### config.mk
export PLATFORM = sky130hd
export DESIGN_NAME = add32_seq
export DESIGN_NICKNAME = d
export VERILOG_FILES = /design/src/rtl/add32_seq.sv
export SDC_FILE = /design/constraint.sdc
export NUM_CORES = 1
export LEC_CHECK = 0
export ABC_AREA = 1
export CORE_MARGIN = 8
export CORE_UTILIZATION = 29
export DETAILED_ROUTE_END_ITERATION = 12
export HOLD_SLACK_MARGIN = 0.02
export PLACE_DENSITY = 0.81
export RECOVER_POWER = 100
export SLEW_MARGIN = 10
export SYNTH_ARGS = -nofsm -noshare
export SYNTH_HDL_FRONTEND = slang
export SYNTH_SLANG_ARGS = --single-unit
### constraint.sdc
create_clock -name m_clock -period 1.3 [get_ports m_clock]
set_clock_uncertainty 0.05 [all_clocks]
set_input_delay 0.26 -clock m_clock [delete_from_list [all_inputs] [get_ports m_clock]]
set_output_delay 0.26 -clock m_clock [all_outputs]
set_load 0.01 [all_outputs]
### src/rtl/add32_seq.sv
// Multi-word adder sequencer: streams NWORDS 32-bit word pairs, least-significant first,
// through a shared external add32 and carries between words in a register.
module add32_seq #(
  parameter int NWORDS = 4
) (
  input  logic        m_clock,
  input  logic        p_reset,
  input  logic        clear,
  input  logic        in_valid,
  output logic        in_ready,
  input  logic [31:0] in_a,
  input  logic [31:0] in_b,
  input  logic        op_cin,
  output logic        out_valid,
  input  logic        out_ready,
  output logic [31:0] out_sum,
  output logic        out_last,
  output logic        out_cout,
  output logic        out_ovf,
  output logic        busy,
  output logic [31:0] adder_a,
  output logic [31:0] adder_b,
  output logic        adder_cin,
  output logic        adder_add,
  input  logic [31:0] adder_sum,
  input  logic        adder_cout
);

  localparam int WCW = (NWORDS > 1) ? $clog2(NWORDS) : 1;
  localparam logic [WCW-1:0] LAST_IDX = WCW'(NWORDS - 1);

  typedef enum logic {
    IDLE = 1'b0,
    RUN  = 1'b1
  } state_t;

  function automatic logic signed_ovf(input logic a_msb, input logic b_msb, input logic s_msb);
    return (a_msb == b_msb) && (s_msb != a_msb);
  endfunction

  state_t         state_r, state_s;
  logic [WCW-1:0] wcnt_r, wcnt_s;
  logic           creg_r, creg_s;
  logic           out_valid_r, out_valid_s;
  logic [31:0]    out_sum_r, out_sum_s;
  logic           out_last_r, out_last_s;
  logic           out_cout_r, out_cout_s;
  logic           out_ovf_r, out_ovf_s;
  logic           in_ready_s, accept_s, last_s;

  // Handshake, adder drive and next-state selection
  always_comb begin
    in_ready_s  = !p_reset && !clear && (!out_valid_r || out_ready);
    accept_s    = in_valid && in_ready_s;
    last_s      = (wcnt_r == LAST_IDX);
    state_s     = state_r;
    wcnt_s      = wcnt_r;
    creg_s      = creg_r;
    out_valid_s = out_valid_r;
    out_sum_s   = out_sum_r;
    out_last_s  = out_last_r;
    out_cout_s  = out_cout_r;
    out_ovf_s   = out_ovf_r;
    if (clear) begin
      state_s     = IDLE;
      wcnt_s      = {WCW{1'b0}};
      creg_s      = 1'b0;
      out_valid_s = 1'b0;
    end else if (accept_s) begin
      out_valid_s = 1'b1;
      out_sum_s   = adder_sum;
      out_cout_s  = adder_cout;
      out_last_s  = last_s;
      out_ovf_s   = last_s && signed_ovf(in_a[31], in_b[31], adder_sum[31]);
      if (last_s) begin
        state_s = IDLE;
        wcnt_s  = {WCW{1'b0}};
        creg_s  = 1'b0;
      end else begin
        state_s = RUN;
        wcnt_s  = wcnt_r + WCW'(1);
        creg_s  = adder_cout;
      end
    end else if (out_valid_r && out_ready) begin
      out_valid_s = 1'b0;
    end else begin
      out_valid_s = out_valid_r;
    end
  end

  // State and output registers with synchronous reset
  always_ff @(posedge m_clock) begin
    if (p_reset) begin
      state_r     <= IDLE;
      wcnt_r      <= {WCW{1'b0}};
      creg_r      <= 1'b0;
      out_valid_r <= 1'b0;
      out_sum_r   <= 32'h0000_0000;
      out_last_r  <= 1'b0;
      out_cout_r  <= 1'b0;
      out_ovf_r   <= 1'b0;
    end else begin
      state_r     <= state_s;
      wcnt_r      <= wcnt_s;
      creg_r      <= creg_s;
      out_valid_r <= out_valid_s;
      out_sum_r   <= out_sum_s;
      out_last_r  <= out_last_s;
      out_cout_r  <= out_cout_s;
      out_ovf_r   <= out_ovf_s;
    end
  end

  assign in_ready  = in_ready_s;
  assign adder_add = accept_s;
  assign adder_a   = in_a;
  assign adder_b   = in_b;
  // Word 0 takes the operation carry; later words take the held inter-word carry
  assign adder_cin = (state_r == IDLE) ? op_cin : creg_r;
  assign out_valid = out_valid_r;
  assign out_sum   = out_sum_r;
  assign out_last  = out_last_r;
  assign out_cout  = out_cout_r;
  assign out_ovf   = out_ovf_r;
  assign busy      = (state_r == RUN);

endmodule

==> flow_summary.toml <==
# implementation run metrics
[sta]
fin_ws_ps = -59.3
grt_setup_unrepaired = "yes"
setup_violations = 1
hold_viol = 0
fmax_ghz = 0.736
period_used_pct = 105
whs_ps = 409
maxSlewViolCount = 0
maxSlewHeadroom_pct = 74.4

[setup_path]
worstSetupStartpoint = "busy"
crit_family = "flip-flops"
r2r_cells = 6
crit_chain = "mux2_4 > buf_6"
path_buffers = 1
slowest_stage = "dfxtp_2"
cp_max_fo = 2
reg2reg_slack_ps = 100
cp-end-kind = "output pin"
reg2reg_from = "out_valid"
arrival_ps = 1050

[synthesis]
ys_sh_adder_pct = 0.618
synthXorXnorAreaFrac_pct = 0
flop_cell = "dfxtp_1"
ys_async_sr_fraction_pct = 0
simple_gate_share_pct = 19.3
top_cell_area_share_pct = 39.6
mux_area_share_pct = 0.556
ys_cells = 260
syn_area_per_cell_um2 = 7.79
synth_cell_types = 16
synth_warnings = 0
yosys_area_um2 = 2020
most_common_cell = "nand2_1"
area_leaders = "dfxtp_1 (40%), buf_4 (25%), nand2_1 (15%)"
synth_seq_share_pct = 39.6
logic_family = "buffers and inverters"

[hold_path]
hold_path_end = "out_sum[17]"
min-delay-start = "out_sum[17]"
hold_depth = 2

[routing]
via_count = 1611
ant_nets = 0
wl_per_cell_um = 13.4
wirelength_um = 5090
drc = 0
firstDrtPassIters = 4

[pwr]
peakVddDrop_v = 0.000432
leakage_nw = 1.15
powerDensity_nw_per_um2 = 954

[global_routing]
overflow = 0
grt_usage_pct = 9.99
grt_max_degree = 37
grt_pass1_vias = 1669

[cts]
cts_tree = "done"
ctsResizeCount = 69
cts_root_buf = "clkbuf_8"
clkSlewWorstSetupHoldPaths_ps = 80
clkSinkCount = 40
ctsLongestPathBuffers = 2

[place]
dp_hpwl_um = 3820
io_buffers = 82
gp_congestion = 0.658

[cells_and_area]
ff_latch_area_um2 = 803
fin_cells = 380
largest_register_ffs = 32
syn2layout_area_growth_pct = 25.6
finalNetCount = 388

[status]
violations = "setup timing"
status = "finished, violations left"

[run]
maxCapViolCount = 0
warning_count = 28

[die]
fp_util_pct = 29.8
die_y_um = 99.6
die_width_um = 99.6
## placed cells by master (no fill, tap or decap), drive strengths merged
master         count
buf               13
dlygate4sd2       39
nand3              2
mux2               1
clkinv             1
a31oi              1
nor2b              1
a21oi             38
inv               13
ha                 1
nor2               3
nand4              2
clkdlybuf4s50     36
dfxtp             40
clkbuf            10
nand2             83
## cells by family after synthesis
family | count (synthesis)
buffers and inverters | 88
adder cells (fa/ha/maj) | 1
multiplexers | 1
flip-flops | 40
AND-OR/OR-AND | 39
AND/OR/NAND/NOR | 91
## worst max-delay path by stage
stage | endpoint | slack (ps) | cells after the start
2_1_floorplan | out_sum[0] | 80 | 6
3_3_place_gp | adder_add | -620 | 4
3_5_place_dp | adder_add | -640 | 4
4_1_cts | adder_cin | -70 | 2
5_1_grt | adder_cin | -100 | 2
6_report | adder_cin | -60 | 2
## layout make-up
type / count / area share, %
flip-flops and latches: 40 / 31.6
clock buffers: 6 / 2.85
clock inverters: 1 / 0.197
repair buffers: 92 / 34.0
multi-input cells: 132 / 24.7
inverters: 13 / 1.92
well taps: 96 / 4.72
## per-stage QoR
step	setup slack, ps	power (mW)	cell area [um^2]	setup TNS, ps	utilization (%)
after floorplan	80.0	1.66	2020	0	-
after global placement	-618	1.70	2490	-19630	36.6
after detailed placement	-644	1.71	2490	-21420	36.6
after CTS	-73.8	2.48	2540	-81.5	37.4
after global routing	-101	2.55	2540	-1640	37.4
final	-59.3	2.43	2540	-59.3	37.4
## power breakdown
group	switching, mW	internal (mW)
registers	0.0177	1.26
logic	0.164	0.206
clock network	0.411	0.365
total	0.593	1.84
## layer usage
layer	wire (um)	track usage (%)
met3	535	4.96
met2	2340	16.3
met1	1970	9.78
met4	248	6.98
met5	0	0
**Cell sizes after repair**

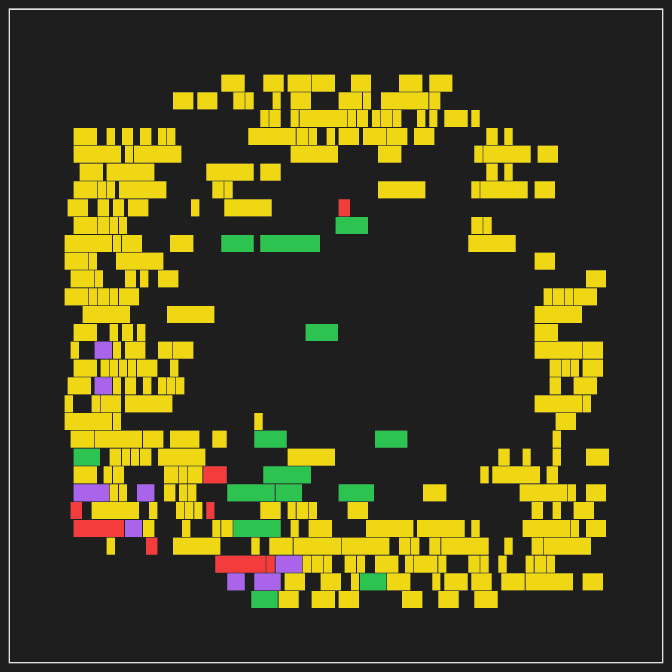
Red stands for _2 cells, cells 8, share 2.8%. Purple stands for _3 and _4 cells, cells 8, share 2.8%. Yellow stands for _0 and _1 cells, cells 254, share 89%. Green stands for _6 and larger, cells 14, share 4.9%.

**Wire density map**

20 x 20 tiles, from dark blue (low) to red (high), scaled to the fullest tile. Values are wire area over tile area, all layers added.
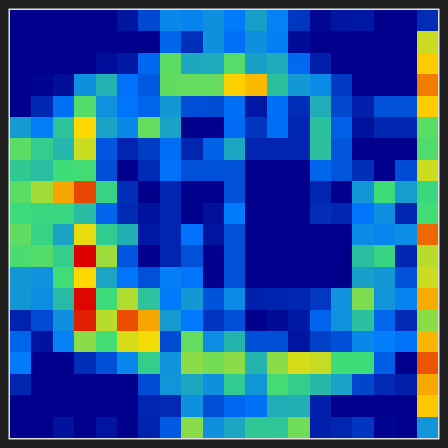
The fullest tile reaches 0.36. 25% of the tiles are nearly empty. The mean over all tiles is 0.089. The densest ninth of the die: left middle. The emptiest ninth of the die: middle.

**Clock wires, drivers and flops**

Bar = 20 um.
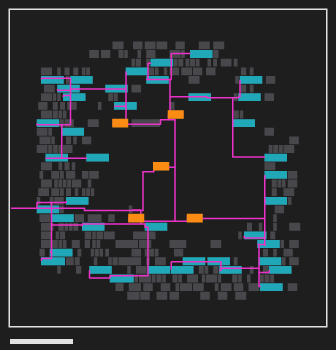
Magenta stands for clock wires, length 552 um. Cyan stands for flip-flops, count 40. Orange stands for clock drivers, count 5.
Position of the flops: widely spread. There are 6 routed clock nets.
Clk power: 0.776 mW
Worst-Skew Late Latency: 280 ps
Clock Power Share: 32.0%

Power is estimated from default activity; no workload was simulated.
